$ cat src/rtl/dat_rx_phy_pkg.sv
// Shared definitions for the SD DAT receive engine: default widths, FSM
// encoding and the serial CRC16 step used by each lane.
package dat_rx_phy_pkg;
    localparam int FIFO_WIDTH      = 32;
    localparam int BLOCK_SZ_WIDTH  = 12;
    localparam int BLOCK_CNT_WIDTH = 16;

    localparam logic [15:0] CRC16_POLY = 16'h1021;
    localparam logic [3:0]  DAT_IDLE   = 4'hF;

    typedef enum logic [2:0] {
        ST_IDLE       = 3'd0,
        ST_WAIT_START = 3'd1,
        ST_DATA       = 3'd2,
        ST_CRC        = 3'd3,
        ST_END        = 3'd4
    } rx_state_t;

    function automatic logic [15:0] crc16_step(input logic [15:0] crc, input logic din);
        logic fb;
        fb = crc[15] ^ din;
        return {crc[14:0], 1'b0} ^ (fb ? CRC16_POLY : 16'h0000);
    endfunction
endpackage

$ cat src/rtl/dat_rx_phy_crc16_lane.sv
// Serial CRC16 (x^16+x^12+x^5+1, zero seed) over one DAT lane.
module crc16_lane
    import dat_rx_phy_pkg::*;
(
    input  logic        sd_clk,
    input  logic        rst_L,
    input  logic        clr,
    input  logic        en,
    input  logic        din,
    output logic [15:0] crc
);

    // CRC register; clear wins so every block starts from a zero seed.
    always_ff @(posedge sd_clk or negedge rst_L) begin
        if (!rst_L) begin
            crc <= 16'h0000;
        end else if (clr) begin
            crc <= 16'h0000;
        end else if (en) begin
            crc <= crc16_step(crc, din);
        end else begin
            crc <= crc;
        end
    end

endmodule

$ cat src/rtl/dat_rx_phy.sv
// Receive-side DAT line engine: start detect, nibble packing, per-lane CRC16
// and end-bit check, with Rx buffer writes and sticky error flags.
module dat_rx_phy #(
    parameter int FIFO_WIDTH      = dat_rx_phy_pkg::FIFO_WIDTH,
    parameter int BLOCK_SZ_WIDTH  = dat_rx_phy_pkg::BLOCK_SZ_WIDTH,
    parameter int BLOCK_CNT_WIDTH = dat_rx_phy_pkg::BLOCK_CNT_WIDTH,
    parameter int TIMEOUT_CYC     = 1024
) (
    input  logic                       sd_clk,
    input  logic                       rst_L,
    input  logic                       rx_start,
    input  logic                       rx_abort,
    input  logic [BLOCK_SZ_WIDTH-1:0]  block_sz,
    input  logic [BLOCK_CNT_WIDTH-1:0] block_cnt,
    input  logic                       multiple_blk,
    input  logic [3:0]                 DAT_din,
    input  logic                       rx_buf_full,
    output logic                       rx_buf_wr,
    output logic [FIFO_WIDTH-1:0]      rx_buf_dout,
    output logic                       busy,
    output logic                       done,
    output logic                       crc_err,
    output logic                       timeout_err,
    output logic                       overrun_err
);
    import dat_rx_phy_pkg::*;

    localparam int NPW    = FIFO_WIDTH / 4;
    localparam int WPOS_W = (NPW > 1) ? $clog2(NPW) : 1;
    localparam int TMO_W  = (TIMEOUT_CYC > 1) ? $clog2(TIMEOUT_CYC) : 1;

    rx_state_t                  state_r, state_s;
    logic [BLOCK_SZ_WIDTH:0]    nib_r;
    logic [WPOS_W-1:0]          wpos_r;
    logic [3:0]                 crc_cnt_r;
    logic [TMO_W-1:0]           tmo_r;
    logic [BLOCK_SZ_WIDTH-1:0]  blk_sz_r;
    logic [BLOCK_CNT_WIDTH-1:0] blk_left_r;
    logic [FIFO_WIDTH-1:0]      word_r;
    logic [3:0][15:0]           cmp_r;
    logic [3:0][15:0]           lane_crc_s;
    logic last_nib_s, word_done_s, tmo_hit_s, end_ok_s, last_blk_s, arm_s, word_end_s;
    logic fin_s, set_crc_s, set_tmo_s;

    assign last_nib_s  = ((nib_r + (BLOCK_SZ_WIDTH+1)'(1'b1)) == {blk_sz_r, 1'b0});
    assign word_done_s = (wpos_r == WPOS_W'(NPW - 1));
    assign tmo_hit_s   = (tmo_r == TMO_W'(TIMEOUT_CYC - 1));
    assign end_ok_s    = (cmp_r == lane_crc_s) && (DAT_din == DAT_IDLE);
    assign last_blk_s  = (blk_left_r == BLOCK_CNT_WIDTH'(1'b1));
    assign arm_s       = (state_r == ST_IDLE) && rx_start && !rx_abort;
    assign word_end_s  = (state_r == ST_DATA) && word_done_s && !rx_abort;

    for (genvar k = 0; k < 4; k++) begin : g_lane
        crc16_lane u_crc (
            .sd_clk (sd_clk),
            .rst_L  (rst_L),
            .clr    (state_r == ST_WAIT_START),
            .en     (state_r == ST_DATA),
            .din    (DAT_din[k]),
            .crc    (lane_crc_s[k])
        );
    end

    // State register.
    always_ff @(posedge sd_clk or negedge rst_L) begin
        if (!rst_L) begin
            state_r <= ST_IDLE;
        end else begin
            state_r <= state_s;
        end
    end

    // Next-state logic and end-of-transfer events; abort overrides everything.
    always_comb begin
        state_s   = state_r;
        fin_s     = 1'b0;
        set_crc_s = 1'b0;
        set_tmo_s = 1'b0;
        if (rx_abort) begin
            state_s = ST_IDLE;
        end else begin
            case (state_r)
                ST_IDLE: begin
                    if (rx_start) state_s = ST_WAIT_START;
                    else          state_s = ST_IDLE;
                end
                ST_WAIT_START: begin
                    if (DAT_din == 4'h0) begin
                        state_s = ST_DATA;
                    end else if (tmo_hit_s) begin
                        state_s   = ST_IDLE;
                        fin_s     = 1'b1;
                        set_tmo_s = 1'b1;
                    end else begin
                        state_s = ST_WAIT_START;
                    end
                end
                ST_DATA: begin
                    if (last_nib_s) state_s = ST_CRC;
                    else            state_s = ST_DATA;
                end
                ST_CRC: begin
                    if (crc_cnt_r == 4'd15) state_s = ST_END;
                    else                    state_s = ST_CRC;
                end
                ST_END: begin
                    if (!end_ok_s) begin
                        state_s   = ST_IDLE;
                        fin_s     = 1'b1;
                        set_crc_s = 1'b1;
                    end else if (last_blk_s) begin
                        state_s = ST_IDLE;
                        fin_s   = 1'b1;
                    end else begin
                        state_s = ST_WAIT_START;
                    end
                end
                default: state_s = ST_IDLE;
            endcase
        end
    end

    // Counters, word shifter and CRC compare registers.
    always_ff @(posedge sd_clk or negedge rst_L) begin
        if (!rst_L) begin
            nib_r      <= '0;
            wpos_r     <= '0;
            crc_cnt_r  <= 4'd0;
            tmo_r      <= '0;
            blk_sz_r   <= '0;
            blk_left_r <= '0;
            word_r     <= '0;
            cmp_r      <= '0;
        end else begin
            if (arm_s) begin
                blk_sz_r   <= block_sz;
                blk_left_r <= (!multiple_blk || block_cnt == '0) ? BLOCK_CNT_WIDTH'(1'b1) : block_cnt;
            end else if (state_r == ST_END && end_ok_s && !last_blk_s && !rx_abort) begin
                blk_left_r <= blk_left_r - BLOCK_CNT_WIDTH'(1'b1);
            end else begin
                blk_left_r <= blk_left_r;
            end
            tmo_r     <= (state_r == ST_WAIT_START) ? tmo_r + TMO_W'(1'b1) : '0;
            crc_cnt_r <= (state_r == ST_CRC) ? crc_cnt_r + 4'd1 : 4'd0;
            if (state_r == ST_DATA) begin
                nib_r  <= nib_r + (BLOCK_SZ_WIDTH+1)'(1'b1);
                wpos_r <= word_done_s ? '0 : wpos_r + WPOS_W'(1'b1);
                word_r <= {word_r[FIFO_WIDTH-5:0], DAT_din};
            end else begin
                nib_r  <= '0;
                wpos_r <= '0;
                word_r <= word_r;
            end
            for (int k = 0; k < 4; k++) begin
                if (state_r == ST_CRC) cmp_r[k] <= {cmp_r[k][14:0], DAT_din[k]};
                else                   cmp_r[k] <= cmp_r[k];
            end
        end
    end

    // Registered outputs: write strobe/data, status and sticky error flags.
    always_ff @(posedge sd_clk or negedge rst_L) begin
        if (!rst_L) begin
            rx_buf_wr   <= 1'b0;
            rx_buf_dout <= '0;
            busy        <= 1'b0;
            done        <= 1'b0;
            crc_err     <= 1'b0;
            timeout_err <= 1'b0;
            overrun_err <= 1'b0;
        end else begin
            rx_buf_wr   <= word_end_s && !rx_buf_full;
            rx_buf_dout <= word_end_s ? {word_r[FIFO_WIDTH-5:0], DAT_din} : rx_buf_dout;
            busy        <= (state_s != ST_IDLE);
            done        <= fin_s;
            if (arm_s) begin
                crc_err     <= 1'b0;
                timeout_err <= 1'b0;
                overrun_err <= 1'b0;
            end else begin
                crc_err     <= crc_err | set_crc_s;
                timeout_err <= timeout_err | set_tmo_s;
                overrun_err <= overrun_err | (word_end_s && rx_buf_full);
            end
        end
    end

endmodule

$ cat config.mk
export PLATFORM = sky130hd
export DESIGN_NAME = dat_rx_phy
export DESIGN_NICKNAME = d
export VERILOG_FILES = /design/src/rtl/dat_rx_phy_pkg.sv /design/src/rtl/dat_rx_phy_crc16_lane.sv /design/src/rtl/dat_rx_phy.sv
export SDC_FILE = /design/constraint.sdc
export NUM_CORES = 1
export LEC_CHECK = 0
export CAP_MARGIN = 20
export CORE_MARGIN = 2
export CORE_UTILIZATION = 53
export CTS_CLUSTER_SIZE = 8
export DETAILED_ROUTE_END_ITERATION = 6
export PLACE_DENSITY = 0.76
export SKIP_CTS_REPAIR_TIMING = 1
export SLEW_MARGIN = 5
export SYNTH_ARGS = -nofsm -noshare
export SYNTH_HDL_FRONTEND = slang
export SYNTH_SLANG_ARGS = --single-unit
export TNS_END_PERCENT = 5
$ cat constraint.sdc
create_clock -name sd_clk -period 2.4 [get_ports sd_clk]
set_input_delay 0.24 -clock sd_clk [delete_from_list [all_inputs] [get_ports sd_clk]]
set_output_delay 0.24 -clock sd_clk [all_outputs]
set_load 0.03 [all_outputs]
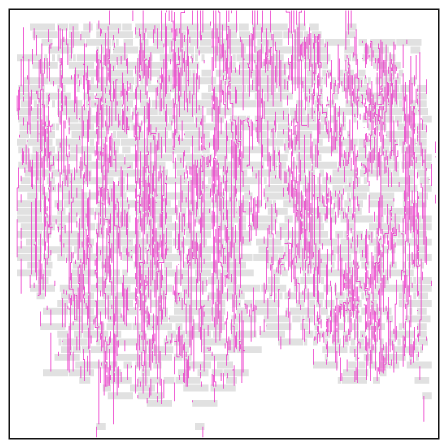
layer_met2.png
Cells faint in the background.
1035 nets have wire on it. The wires run mostly vertical. The layer holds 49% of the routed length.

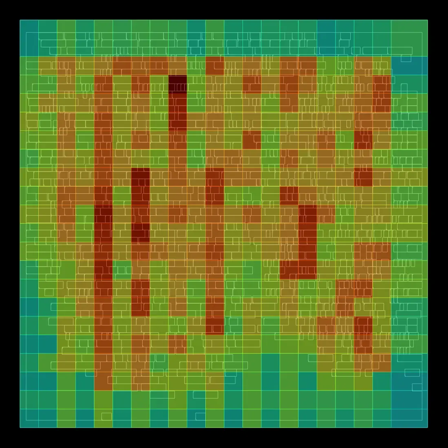
congestion.png
total global-route track usage: 23.1%
met1 demand-to-capacity share in global routing: 31.6%
met2 track demand over resource in global routing: 38.8%
Wirelength per Cell: 18.6 um
met3 Track Usage GR: 3.32%

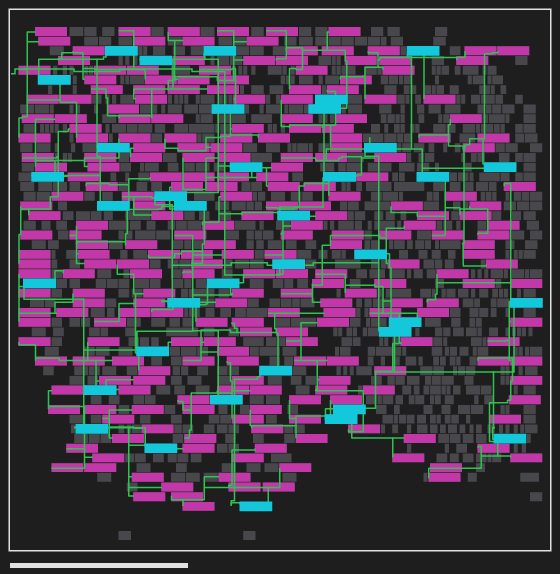
clk_routes.png
Scale bar: 50 um.
Key: cyan = clock drivers [count 37]; magenta = flip-flops [count 255]; green = clock wires [length 3210 um]
There are 38 routed clock nets. Position of the flops: widely spread.
Skew-Pair Late Insertion Delay: 520 ps
Max Clock Skew: 16.7 ps

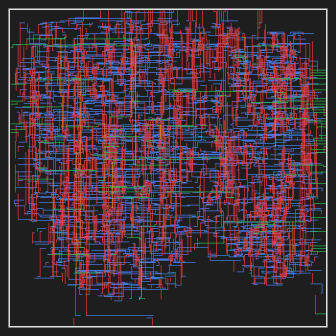
wires.png
Key: blue = metal 1 [wire length 11500 um]; green = metal 3 [wire length 1150 um]; orange = metal 4 [wire length 562 um]; red = metal 2 [wire length 12900 um]
overall routed net length: 26100 um
total via count after detailed routing: 8151

==> results.py <==
# Auto-generated metrics
metrics = {
    "synthesis": {
        "ys_ff": 255,
        "synth_stat.cells": 1011,
        "syn_avg_cell_area_um2": 11.4,
        "number_of_synthesized_flops_with_an_enable_pin": 0,
        "number_of_distinct_library_cell_variants_in_the_gate_level_netlist_after_synthesis": 62,
        "post_synth_main_area_contributors": "sky130_fd_sc_hd__dfrtp_1 (55%), sky130_fd_sc_hd__mux2_2 (9.5%), sky130_fd_sc_hd__xnor2_1 (6.8%)",
        "postSynthSeqShare_pct": 55.3,
        "synth_instances": 1011,
        "synth.logic.top_family": "simple AND/OR/NAND/NOR gates",
        "yosys-stat-area_um2": 11500,
        "netlist.top_cell.by_area": "sky130_fd_sc_hd__dfrtp_1",
        "synthesis.yosys.warnings": 0,
        "ff_type": "sky130_fd_sc_hd__dfrtp_1",
        "post_synth_and_or_nand_nor_area_fraction_pct": 14.2,
        "aoi_share_pct": 9.25,
        "synth.area.mux_share_pct": 9.56,
        "asyncSetResetFlopFracSynth_pct": 100,
        "synth_adder_area_share_pct": 0.759,
    },
    "critical_path": {
        "cpPeakStageDelay_ps": 460,
        "worstSetupEndpoint": "state_r[0]$_DFF_PN0_",
        "worstPathBufferInverterCount": 0,
        "cp_cell_sequence": "ha_1, and4_1, nand2_1, nor3_1, a2111oi_1, nand4_1, or4_1, a31oi_1",
        "flop_to_flop_setup_slack_ps": 10,
        "start_kind": "flip-flop",
        "rr_startpoint": "nib_r[0]$_DFF_PN0_",
        "crit_start": "nib_r[0]$_DFF_PN0_",
        "cp_top_family": "simple AND/OR/NAND/NOR gates",
        "worst_r2r_endpoint": "state_r[0]$_DFF_PN0_",
        "crit_required_ps": 2840,
        "slowest_stage": "sky130_fd_sc_hd__or4_1",
        "r2r.worst_path.cells": 8,
    },
    "final_layout": {
        "final-clk-cell-share_pct": 7.06,
        "inverters": 16,
        "area_dominant_class": "sequential cells",
        "buffers": 134,
        "fill_cells": 1557,
        "layout-drive-gt1-share_pct": 20.5,
        "multiInputGateArea_um2": 4960,
        "seq_share_pct": 45.5,
        "growth_of_design_area_from_synthesis_to_finish_pct": 21.7,
        "layout_top_cell": "sky130_fd_sc_hd__dfrtp_1",
        "final-instance-count-excl-fill": 1403,
        "mi_comb_cells": 682,
        "num-clock-buffers": 39,
        "sh_comb_area_pct": 35.3,
        "flops": 255,
    },
    "clocking": {
        "clkSlewWorstSetupHoldPaths_ps": 50,
        "maximum_clock_path_buffer_count": 3,
        "tritoncts": "built",
        "cts_inserted_buffers": 37,
        "clock_tree.root_cell": "sky130_fd_sc_hd__clkbuf_16",
        "count_of_h_tree_levels_built_during_cts": 2,
    },
    "worst_hold_path": {
        "min-delay-start": "block_sz[10]",
        "whs_endpoint": "blk_sz_r[10]$_DFFE_PN0P_",
        "min-delay-path-class": "in2reg",
    },
    "run_status": {
        "status": "completed",
    },
    "global_route": {
        "number_of_antenna_violations_at_the_first_check_in_global_routing": 0,
        "grt_overflow": 0,
        "grt_max_degree": 91,
    },
    "final_timing": {
        "hold_slack_ps": 256,
        "tightest_slew_ps": 661,
        "tns_ps": 0,
        "post-route-worst-setup-slack_ps": 14.8,
        "max-slew-margin-rel_pct": 56.0,
        "fmaxAchievable_mhz": 419,
        "finalCriticalPeriod_ps": 2390,
        "timing.final.setup_violations": 0,
    },
    "route": {
        "routed_via_density": 5.81,
        "routed-wl-met2_um": 12900,
        "route.top_layer_used": "met4",
        "wl_met1_um": 11500,
        "drt_iter0_drc": 531,
        "ant_nets": 0,
        "remaining_drc_errors": 0,
        "detailroute.wirelength.met3_um": 1150,
    },
    "placement": {
        "port-buffer-count": 75,
        "place_inst": 1361,
    },
    "floorplan": {
        "tap-cell-count": 275,
        "placement_rows": 53,
        "chip_area_um2": 23000,
        "fp.dieW_um": 152,
        "i_o_pin_cnt": 76,
    },
    "power": {
        "comb_power_share_pct": 7.8,
        "p_int_mw": 7.60,
        "fin_total_pwr_mw": 9.95,
        "comb-power_mw": 0.775,
        "vdd_drop_max_v": 0.000582,
        "pwr.group.sequential_mw": 4.62,
        "p_per_cell_area_nw_per_um2": 709,
    },
    "job": {
        "openroad.warnings": 28,
    },
}
Power and IR drop assume default switching activity.
